$ cat config.mk
export PLATFORM = sky130hd
export DESIGN_NAME = seq_mdu
export DESIGN_NICKNAME = d
export VERILOG_FILES = /design/src/rtl/seq_mdu_pkg.sv /design/src/rtl/seq_mdu_step.sv /design/src/rtl/seq_mdu.sv
export SDC_FILE = /design/constraint.sdc
export NUM_CORES = 1
export LEC_CHECK = 0
export CAP_MARGIN = 30
export CORE_ASPECT_RATIO = 2
export CORE_UTILIZATION = 35
export CTS_CLUSTER_DIAMETER = 150
export CTS_CLUSTER_SIZE = 16
export DETAILED_ROUTE_END_ITERATION = 8
export PLACE_DENSITY = 0.53
export SLEW_MARGIN = 20
export SYNTH_ARGS = -nofsm -noshare
export SYNTH_HDL_FRONTEND = slang
export SYNTH_SLANG_ARGS = --single-unit
$ cat constraint.sdc
create_clock -name clk -period 5.05 [get_ports clk]
set_clock_uncertainty 0.1 [all_clocks]
set_input_delay 1.01 -clock clk [delete_from_list [all_inputs] [get_ports clk]]
set_output_delay 1.01 -clock clk [all_outputs]
set_load 0.01 [all_outputs]
$ cat src/rtl/seq_mdu_pkg.sv
// Shared definitions for the iterative multiply/divide unit: operation codes
// and small helpers that classify an operation.
package seq_mdu_pkg;

  typedef enum logic [1:0] {
    MDU_MUL   = 2'b00,
    MDU_MULHU = 2'b01,
    MDU_DIVU  = 2'b10,
    MDU_REMU  = 2'b11
  } mdu_op_e;

  // Divide-class operations use the shift-subtract step.
  function automatic logic op_is_div(input mdu_op_e op);
    return (op == MDU_DIVU) || (op == MDU_REMU);
  endfunction

  // MULHU and REMU take their result from the upper half of the accumulator.
  function automatic logic op_takes_hi(input mdu_op_e op);
    return (op == MDU_MULHU) || (op == MDU_REMU);
  endfunction

endpackage

$ cat src/rtl/seq_mdu_step.sv
// One combinational iteration of the multiply/divide datapath.
// Multiply: {hi, lo} is {partial product, remaining multiplier}; operand is
// the multiplicand. Divide: {hi, lo} is {partial remainder, dividend/quotient};
// operand is the divisor. The quotient bit is shifted into lo[0].
module mdu_step
  import seq_mdu_pkg::*;
#(
  parameter int unsigned WIDTH = 32
) (
  input  mdu_op_e          op,
  input  logic [WIDTH-1:0] hi,
  input  logic [WIDTH-1:0] lo,
  input  logic [WIDTH-1:0] operand,
  output logic [WIDTH-1:0] hi_next,
  output logic [WIDTH-1:0] lo_next
);

  logic [WIDTH:0] sum;
  logic [WIDTH:0] rem_sh;
  logic           q_bit;

  // Shift-add multiply step or restoring divide step.
  always_comb begin
    sum     = '0;
    rem_sh  = '0;
    q_bit   = 1'b0;
    hi_next = hi;
    lo_next = lo;
    if (op_is_div(op)) begin
      rem_sh  = {hi, lo[WIDTH-1]};
      q_bit   = (rem_sh >= {1'b0, operand});
      // Remainder stays below the divisor, so the subtraction fits in WIDTH bits.
      hi_next = rem_sh[WIDTH-1:0] - (q_bit ? operand : '0);
      lo_next = {lo[WIDTH-2:0], q_bit};
    end else begin
      sum     = lo[0] ? ({1'b0, hi} + {1'b0, operand}) : {1'b0, hi};
      hi_next = sum[WIDTH:1];
      lo_next = {sum[0], lo[WIDTH-1:1]};
    end
  end

endmodule

$ cat src/rtl/seq_mdu.sv
// Iterative unsigned MUL/MULHU/DIVU/REMU unit, one step per clock, with
// valid/ready handshakes on request and result sides.
module seq_mdu
  import seq_mdu_pkg::*;
#(
  parameter int unsigned WIDTH = 32
) (
  input  logic             clk,
  input  logic             rst_n,
  input  logic             in_valid,
  output logic             in_ready,
  input  logic [1:0]       op,
  input  logic [WIDTH-1:0] a,
  input  logic [WIDTH-1:0] b,
  output logic             out_valid,
  input  logic             out_ready,
  output logic [WIDTH-1:0] y,
  output logic             zero
);

  localparam int unsigned CW = $clog2(WIDTH);

  typedef enum logic [1:0] {
    S_IDLE,
    S_RUN,
    S_DONE
  } state_e;

  state_e           state, state_next;
  mdu_op_e          op_q;
  mdu_op_e          op_in;
  logic [WIDTH-1:0] opnd_q;
  logic [WIDTH-1:0] hi_q, lo_q;
  logic [WIDTH-1:0] hi_step, lo_step;
  logic [WIDTH-1:0] y_q;
  logic [CW-1:0]    cnt_q;
  logic             accept;
  logic             last_step;

  assign op_in = mdu_op_e'(op);

  mdu_step #(.WIDTH(WIDTH)) u_step (
    .op      (op_q),
    .hi      (hi_q),
    .lo      (lo_q),
    .operand (opnd_q),
    .hi_next (hi_step),
    .lo_next (lo_step)
  );

  // State register.
  always_ff @(posedge clk or negedge rst_n) begin
    if (!rst_n) state <= S_IDLE;
    else        state <= state_next;
  end

  // Next-state logic and handshake outputs.
  always_comb begin
    state_next = state;
    in_ready   = 1'b0;
    out_valid  = 1'b0;
    accept     = 1'b0;
    last_step  = 1'b0;
    case (state)
      S_IDLE: begin
        in_ready = 1'b1;
        if (in_valid) begin
          accept     = 1'b1;
          state_next = S_RUN;
        end
      end
      S_RUN: begin
        if (cnt_q == '0) begin
          last_step  = 1'b1;
          state_next = S_DONE;
        end
      end
      S_DONE: begin
        out_valid = 1'b1;
        if (out_ready) state_next = S_IDLE;
      end
      default: state_next = S_IDLE;
    endcase
  end

  // Operand capture at accept, one iteration per RUN cycle, result load on the last step.
  always_ff @(posedge clk or negedge rst_n) begin
    if (!rst_n) begin
      op_q   <= MDU_MUL;
      opnd_q <= '0;
      hi_q   <= '0;
      lo_q   <= '0;
      cnt_q  <= '0;
      y_q    <= '0;
    end else if (accept) begin
      op_q  <= op_in;
      hi_q  <= '0;
      cnt_q <= CW'(WIDTH - 1);
      if (op_is_div(op_in)) begin
        lo_q   <= a;
        opnd_q <= b;
      end else begin
        lo_q   <= b;
        opnd_q <= a;
      end
    end else if (state == S_RUN) begin
      hi_q <= hi_step;
      lo_q <= lo_step;
      if (last_step) y_q <= op_takes_hi(op_q) ? hi_step : lo_step;
      else           cnt_q <= cnt_q - CW'(1);
    end
  end

  assign y    = y_q;
  assign zero = out_valid && (y_q == '0);

endmodule

Sequential cells coloured by netlist name:
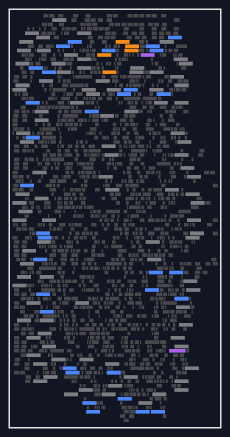
[blue] opnd_q | flops: 32 | where: widely spread
[orange] cnt_q | flops: 5 | where: top centre
[purple] op_q | flops: 2
not coloured: 98
final core area utilization: 0.463
Reg area: 3430 sq um
sequential share of cell area: 0.225

==> impl_metrics.tcl <==
# collected from the flow reports
set metrics [dict create \
    fin_crit_ps 4910 \
    lay_top_count "buf_4" \
    grtUsageMet2 0.549 \
    met1_usage 0.270 \
    grt_util_met3 0.0352 \
    ff_type "dfrtp_1" \
    flops 137 \
    async_reset_ff_frac 1.00 \
    clk_latency_ps 460 \
    htreeDepth 4 \
    synth_top_area_share 0.293 \
    cts_hold_buffers 0 \
    worst-path-buf-inv 5 \
    n_all_buffers 276 \
    most_common_cell "nand2_1" \
    edf_count 0 \
    grt_pass1_wl_microns 72400 \
    finalHoldViolations 0 \
    final_max_slew_viol_count 0 \
    ys_area_sq_um 11700 \
    ys_sh_xor 0.0382 \
    routed-wl-met3_microns 1820 \
    clk_share 0.0406 \
    path_depth 21 \
    largest_class "multi-input combinational cells" \
    ant_nets 0 \
    num-multi-input-gates 1130 \
    hpwl_microns 37300 \
    status "completed" \
    highest_layer "met4" \
    dieArea_sq_um 34200 \
    grt.overflow.total 0 \
    wl_met2_microns 26300 \
    cts_resized 22 \
    critPathCaptureType "flop" \
    grt_antenna_before_repair 3 \
    rsz0062_at_grt "yes" \
    path_max_fanout 7 \
    fin_area_sq_um 15200 \
    slew_headroom 0.452 \
    num_tap_cells 432 \
    drive_above_1_share 0.185 \
    synthAoiAreaFrac 0.247 \
    syn_area_per_cell_sq_um 8.35 \
    clock_sinks 137 \
    place_congestion 0.974 \
    worstPathArrival_ps 5160 \
    crit_top_cell "buf_4" \
    lay_top_cells "buf_4, nand2_1, dfrtp_1, a21oi_1, nor2_1" \
    grt_usage 0.286 \
    postCtsSetupRepairBufs 6 \
    cts_max_path_buffers 2 \
    hp-class "input port to async pin" \
    worst_slack_ps 138 \
    num_vias 11975 \
    mux_share 0.105 \
    pin_count 105 \
    nNetsFinal 1786 \
    ff2ff_path_depth 21 \
    busiest_layer "met2" \
    syn2layout_area_growth_pct 30.2 \
    max_cap_viol_count 0 \
    syn_inst 1402 \
    max_stage_delay_ps 670 \
    numSynthFlops 137 \
    netlist_area_sq_um 11700 \
    fa_ha_area_frac 0.108 \
    cts_tree "yes" \
    seq_area_frac_synth 0.293 \
    synthTopCellsByCount "nand2_1, dfrtp_1, a21oi_1, nor2_1, mux2i_1" \
    placed_cell_area_sq_um 14300 \
    logic_area_sq_um 8080 \
    endpoint "y[13]" \
    stdcell_count 2064 \
    yosys_cells 1402 \
    io_buffers 104 \
    startpoint_type "flop" \
    vias_per_cell 5.80 \
    cp_slowest_cell "or4b_2" \
    yosysWarningCount 0 \
    fp-utilization 0.356 \
    hold_ws_ps 405 \
    tightest_slew_ps 822 \
    rrSetupSlack_ps 140 \
    drt_iter0_markers 671 \
    synth_cell_types 77 \
    ys_top_logic_family "AND-OR/OR-AND gates" \
    antenna_cells 3 \
    buf_share 0.155 \
    period_used_share 0.973 \
    nFillCells 3324 \
]
Supply network:
Pins as bars on the die edge.
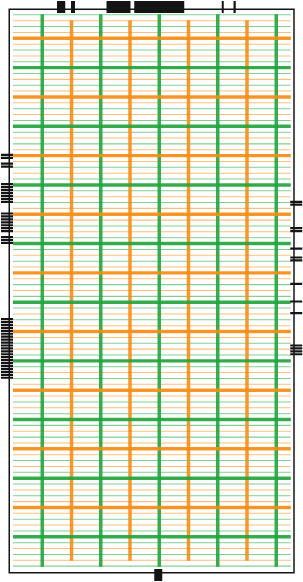
[green] VSS
[orange] VDD
rows: 94
met4 straps: 9
met1 rails: 95
chip width: 131 microns
core area: 32900 sq um

